Fig. 1: a small window of the routed layout
Region (13, 26) to (63, 76) µm. Cells in gray, sequential cells in the stronger gray; small squares are vias.
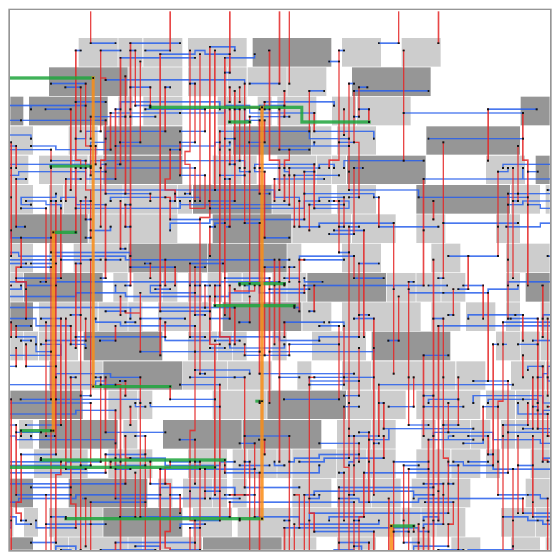
Fig. 2: placed standard cells
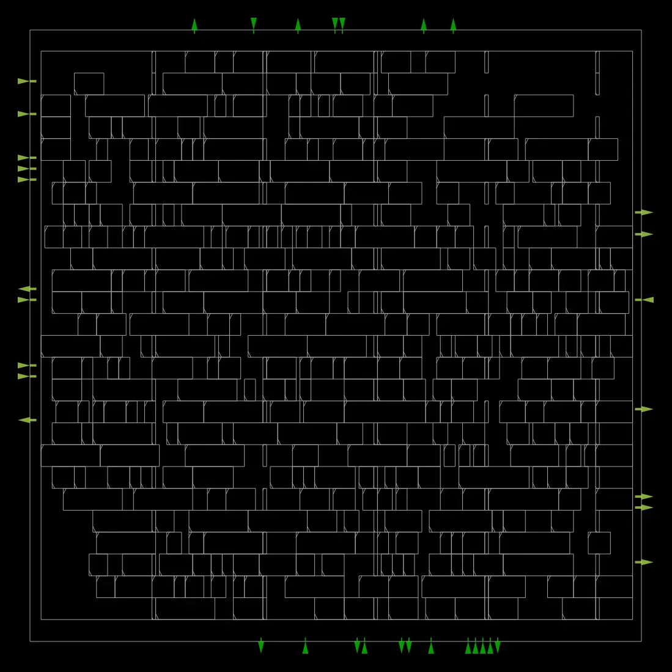
===== config.mk =====
export PLATFORM = sky130hd
export DESIGN_NAME = spike_event_scheduler
export DESIGN_NICKNAME = d
export VERILOG_FILES = /design/src/rtl/spike_event_scheduler.sv
export SDC_FILE = /design/constraint.sdc
export NUM_CORES = 1
export LEC_CHECK = 0
export CORE_MARGIN = 1
export CORE_UTILIZATION = 49
export CTS_CLUSTER_SIZE = 14
export DETAILED_ROUTE_END_ITERATION = 16
export GPL_ROUTABILITY_DRIVEN = 0
export PLACE_DENSITY = 0.74
export SKIP_CTS_REPAIR_TIMING = 1
export SYNTH_ARGS = -nofsm -noshare
export SYNTH_HDL_FRONTEND = slang
export SYNTH_SLANG_ARGS = --single-unit

===== constraint.sdc =====
create_clock -name clk -period 1.7 [get_ports clk]
set_input_delay 0.255 -clock clk [delete_from_list [all_inputs] [get_ports clk]]
set_output_delay 0.255 -clock clk [all_outputs]
set_load 0.02 [all_outputs]

===== src/rtl/spike_event_scheduler.sv =====
// spike_event_scheduler: round-robin arbiter that shares one synapse/weight-accumulate
// unit among N_NEURONS spike sources, and also generates the network timestep tick.
// Ports:
//   clk, rst_n             clock and synchronous active-low reset
//   ena                    enable; low freezes spike capture, new grants and the tick counter
//   spike_in               one-cycle spike requests, one bit per neuron
//   cfg_we/cfg_idx/cfg_weight  weight register write port (not gated by ena)
//   ev_valid/ev_ready      event handshake toward the synapse unit
//   ev_idx/ev_weight       source neuron and synaptic weight of the offered event
//   pending                latched spike bits that have not been granted yet
//   overflow               sticky flag: a spike was dropped because its neuron was already pending
//   tick                   one-cycle timestep pulse
module spike_event_scheduler #(
  parameter int unsigned N_NEURONS   = 4,
  parameter int unsigned IDX_W       = 2,
  parameter int unsigned WEIGHT_W    = 8,
  parameter int unsigned TICK_PERIOD = 16
) (
  input  logic                 clk,
  input  logic                 rst_n,
  input  logic                 ena,
  input  logic [N_NEURONS-1:0] spike_in,
  input  logic                 cfg_we,
  input  logic [IDX_W-1:0]     cfg_idx,
  input  logic [WEIGHT_W-1:0]  cfg_weight,
  output logic                 ev_valid,
  input  logic                 ev_ready,
  output logic [IDX_W-1:0]     ev_idx,
  output logic [WEIGHT_W-1:0]  ev_weight,
  output logic [N_NEURONS-1:0] pending,
  output logic                 overflow,
  output logic                 tick
);

  localparam int unsigned CNT_W = (TICK_PERIOD > 2) ? $clog2(TICK_PERIOD) : 1;

  typedef enum logic {IDLE, OFFER} state_e;

  state_e               state_q, state_d;
  logic                 ev_valid_q, ev_valid_d;
  logic [IDX_W-1:0]     ev_idx_q, ev_idx_d;
  logic [WEIGHT_W-1:0]  ev_weight_q, ev_weight_d;
  logic [N_NEURONS-1:0] pending_q, pending_d;
  logic                 overflow_q, overflow_d;
  logic                 tick_q, tick_d;
  logic [IDX_W-1:0]     rr_ptr_q, rr_ptr_d;
  logic [CNT_W-1:0]     tick_cnt_q, tick_cnt_d;
  logic [WEIGHT_W-1:0]  weight_q [N_NEURONS];
  logic [WEIGHT_W-1:0]  weight_d [N_NEURONS];

  logic                 grant_en;
  logic [IDX_W-1:0]     grant_idx;
  logic [N_NEURONS-1:0] clr;
  logic [IDX_W-1:0]     sel_rr, sel_next;

  // First set bit of req scanning start, start+1, ... (index arithmetic wraps mod N).
  // Iterating from the largest offset down leaves the smallest offset as the result.
  function automatic logic [IDX_W-1:0] pick(input logic [N_NEURONS-1:0] req,
                                            input logic [IDX_W-1:0]     start);
    logic [IDX_W-1:0] res;
    logic [IDX_W-1:0] idx;
    res = start;
    for (int k = int'(N_NEURONS) - 1; k >= 0; k--) begin
      idx = start + IDX_W'(k);
      if (req[idx]) res = idx;
    end
    return res;
  endfunction

  assign sel_rr   = pick(pending_q, rr_ptr_q);
  assign sel_next = pick(pending_q, ev_idx_q + IDX_W'(1));

  // Grant FSM, spike capture, weight writes and tick counter.
  always_comb begin
    state_d     = state_q;
    ev_valid_d  = ev_valid_q;
    ev_idx_d    = ev_idx_q;
    ev_weight_d = ev_weight_q;
    rr_ptr_d    = rr_ptr_q;
    tick_cnt_d  = tick_cnt_q;
    tick_d      = 1'b0;
    grant_en    = 1'b0;
    grant_idx   = '0;
    clr         = '0;
    weight_d    = weight_q;

    unique case (state_q)
      IDLE: begin
        if (ena && (|pending_q)) begin
          grant_en  = 1'b1;
          grant_idx = sel_rr;
        end
      end
      OFFER: begin
        if (ev_ready) begin
          rr_ptr_d = ev_idx_q + IDX_W'(1);
          if (ena && (|pending_q)) begin
            grant_en  = 1'b1;
            grant_idx = sel_next;
          end else begin
            ev_valid_d = 1'b0;
            state_d    = IDLE;
          end
        end
      end
      default: state_d = IDLE;
    endcase

    // The granted weight is read before this cycle's cfg write takes effect.
    if (grant_en) begin
      ev_idx_d        = grant_idx;
      ev_weight_d     = weight_q[grant_idx];
      ev_valid_d      = 1'b1;
      state_d         = OFFER;
      clr[grant_idx]  = 1'b1;
    end

    // A spike on the bit being granted re-arms it instead of counting as overflow.
    pending_d  = (pending_q & ~clr) | (ena ? spike_in : '0);
    overflow_d = overflow_q | (ena & (|(spike_in & pending_q & ~clr)));

    if (cfg_we) weight_d[cfg_idx] = cfg_weight;

    if (ena) begin
      if (tick_cnt_q == CNT_W'(TICK_PERIOD - 1)) begin
        tick_cnt_d = '0;
        tick_d     = 1'b1;
      end else begin
        tick_cnt_d = tick_cnt_q + CNT_W'(1);
      end
    end
  end

  // State registers with synchronous reset.
  always_ff @(posedge clk) begin
    if (!rst_n) begin
      state_q     <= IDLE;
      ev_valid_q  <= 1'b0;
      ev_idx_q    <= '0;
      ev_weight_q <= '0;
      pending_q   <= '0;
      overflow_q  <= 1'b0;
      tick_q      <= 1'b0;
      rr_ptr_q    <= '0;
      tick_cnt_q  <= '0;
      for (int i = 0; i < int'(N_NEURONS); i++) weight_q[i] <= WEIGHT_W'(1);
    end else begin
      state_q     <= state_d;
      ev_valid_q  <= ev_valid_d;
      ev_idx_q    <= ev_idx_d;
      ev_weight_q <= ev_weight_d;
      pending_q   <= pending_d;
      overflow_q  <= overflow_d;
      tick_q      <= tick_d;
      rr_ptr_q    <= rr_ptr_d;
      tick_cnt_q  <= tick_cnt_d;
      weight_q    <= weight_d;
    end
  end

  assign ev_valid  = ev_valid_q;
  assign ev_idx    = ev_idx_q;
  assign ev_weight = ev_weight_q;
  assign pending   = pending_q;
  assign overflow  = overflow_q;
  assign tick      = tick_q;

endmodule


==> out/results.ini <==
[clocking]
clk_latency_ns=0.32
cts.sinks=56
numCtsBuffers=5
cts_max_path_buffers=2
cts.htree.levels=2

[worst_setup_path]
critical_path.endpoint_type=flip-flop
slowest_delay_ns=0.42
cp.required_ns=1.88
crit_buf_inv=3

[routing]
wl_per_cell_um=15.30
vias_per_cell=5.457
dr.pass1.iters=4
drt-met1-wl_um=3020
vias=2472

[final_timing]
max_slew.worst_pin.slew_ns=0.3936
rsz0062_at_grt=yes
fin_crit_ns=1.909
fin_setup_tns_ns=-1.679
hold_ws_ns=0.4711
max-slew-margin-rel_pct=73.69
hold_viol=0
setup_viol=14
drv_slew=0
timing.final.ws_setup_ns=-0.2088

[synth]
floorplan.nets=334
edf_count=0
synth_cells=314
synth.most_common_cell=nand2_1
synth_top_cell_by_area=dfxtp_1
flop_cell=dfxtp_1

[floorplanning]
fp.dieW_um=76.08
die-area_um2=5787
fp_util_pct=51.66
die.size.y_um=76.08

[global_routing]
antenna_found_initial=0
grtUsageTotal_pct=23.06
grt_pass1_vias=2303
grt.overflow.total=0
grt_max_degree=26

[job]
warnings=28

[layout]
logic_area_um2=1668
diodes=0
nets=402

[hold_path]
holdCritPathClass=reg -> reg

[placement]
hpwl_um=4749
dp.cells=441
dpl_worst_slack_ns=-0.3133

[power_and_ir_drop]
p_leak_nw=1.492
powerDensity_nw_per_um2=788.2

[status]
violations=negative setup slack
run_status=complete, but fails checks

Notes on Fig. 1 above:
| layer | color |
|---|---|
| M3 | green |
| M1 | blue |
| M4 | orange |
| M2 | red |
sequential cells in the window: 28
most frequent: nand2_1 (40), dfxtp_1 (26), a21boi_0 (14)
cells with their middle in the window: 174
netlist names of flops here include: `weight_q` (19), `ev_weight` (6), `ev_idx` (2)

Notes on Fig. 2 above:
Tapcells: 70
core box area: 5205 µm²
Flop Count: 56
fill cell count: 381

[final timing paths]
kind / from / to / slack, ns / depth (start not counted)
worst max-delay path: pending[3] / overflow / -0.21 / 8
worst min-delay path: weight_q[15] / weight_q[15] / 0.47 / 2
worst max register to register: pending[3] / overflow / -0.21 / 8
worst min register to register: weight_q[15] / weight_q[15] / 0.47 / 2
[through the flow]
stage          cell area (µm²)  utilization, %
5_1_grt                   3749           72.02
6_report                  3749           72.02
4_1_cts                   3481           66.88
3_5_place_dp              3390           65.12
2_1_floorplan             2753               -
3_3_place_gp              3390           65.12
[kinds of logic after synthesis]
logic type,share of synthesized area (%)
AND-OR/OR-AND,21.31
XOR/XNOR,0.6516
adder cells (fa/ha/maj),0.4653
buffers and inverters,4.048
flip-flops,41.69
multiplexers,9.353
AND/OR/NAND/NOR,22.48
[where the power goes]
part           internal [mW]  switching, mW
Combinational          0.393          0.370
Clock                  0.297          0.459
Sequential              1.37         0.0627
Total                   2.06          0.892
[metal layers]
layer | vias up | global-route usage, %
met1 | 1180 | 29.24
met3 | 9 | 3.593
li1 | 1225 | -
met5 | - | 0
met4 | 0 | 7.308
met2 | 58 | 40.09
[layout by cell type, fill, tap and decap left out, types with 3 or more instances in the layout]
cell type / n
nand2_1: 75
dfxtp_1: 49
buf_4: 36
clkdlybuf4s50_1: 29
a21boi_0: 24
mux2i_1: 15
nor2_1: 11
nor2b_1: 10
mux2i_2: 8
nand3_1: 7
o221ai_2: 7
buf_6: 7
a21oi_1: 6
dfxtp_4: 6
dlymetal6s2s_1: 6
inv_1: 5
nand2b_1: 5
o21ai_0: 5
a21boi_1: 5
clkbuf_8: 5
o211a_1: 3
nor2b_2: 3
and2_1: 3
o21ai_1: 3
[sequential cells by signal, indices dropped and copies added, names as in the netlist]
signal and flops:
weight_q 32, ev_weight 8, pending 4, tick_cnt_q 4, ev_idx 2, rr_ptr_q 2
ev_valid 1, overflow 1, state_q 1, tick 1
[cell type report]
type	count	share of cell area, %
timing repair buffer	79	19.59
clock buffer	5	1.836
multi-input combinational	234	44.49
inverter	6	0.6008
sequential	56	30.54
tap	70	2.336
clock inverter	3	0.6008
[worst reg2reg max path: cells and delay by family (launching register included)]
family	cells	cell delay [ns]
flip-flops	1	0.42
buffers and inverters	3	0.31
AND-OR/OR-AND	4	0.91
AND/OR/NAND/NOR	1	0.14
Power is estimated from default activity; no workload was simulated.
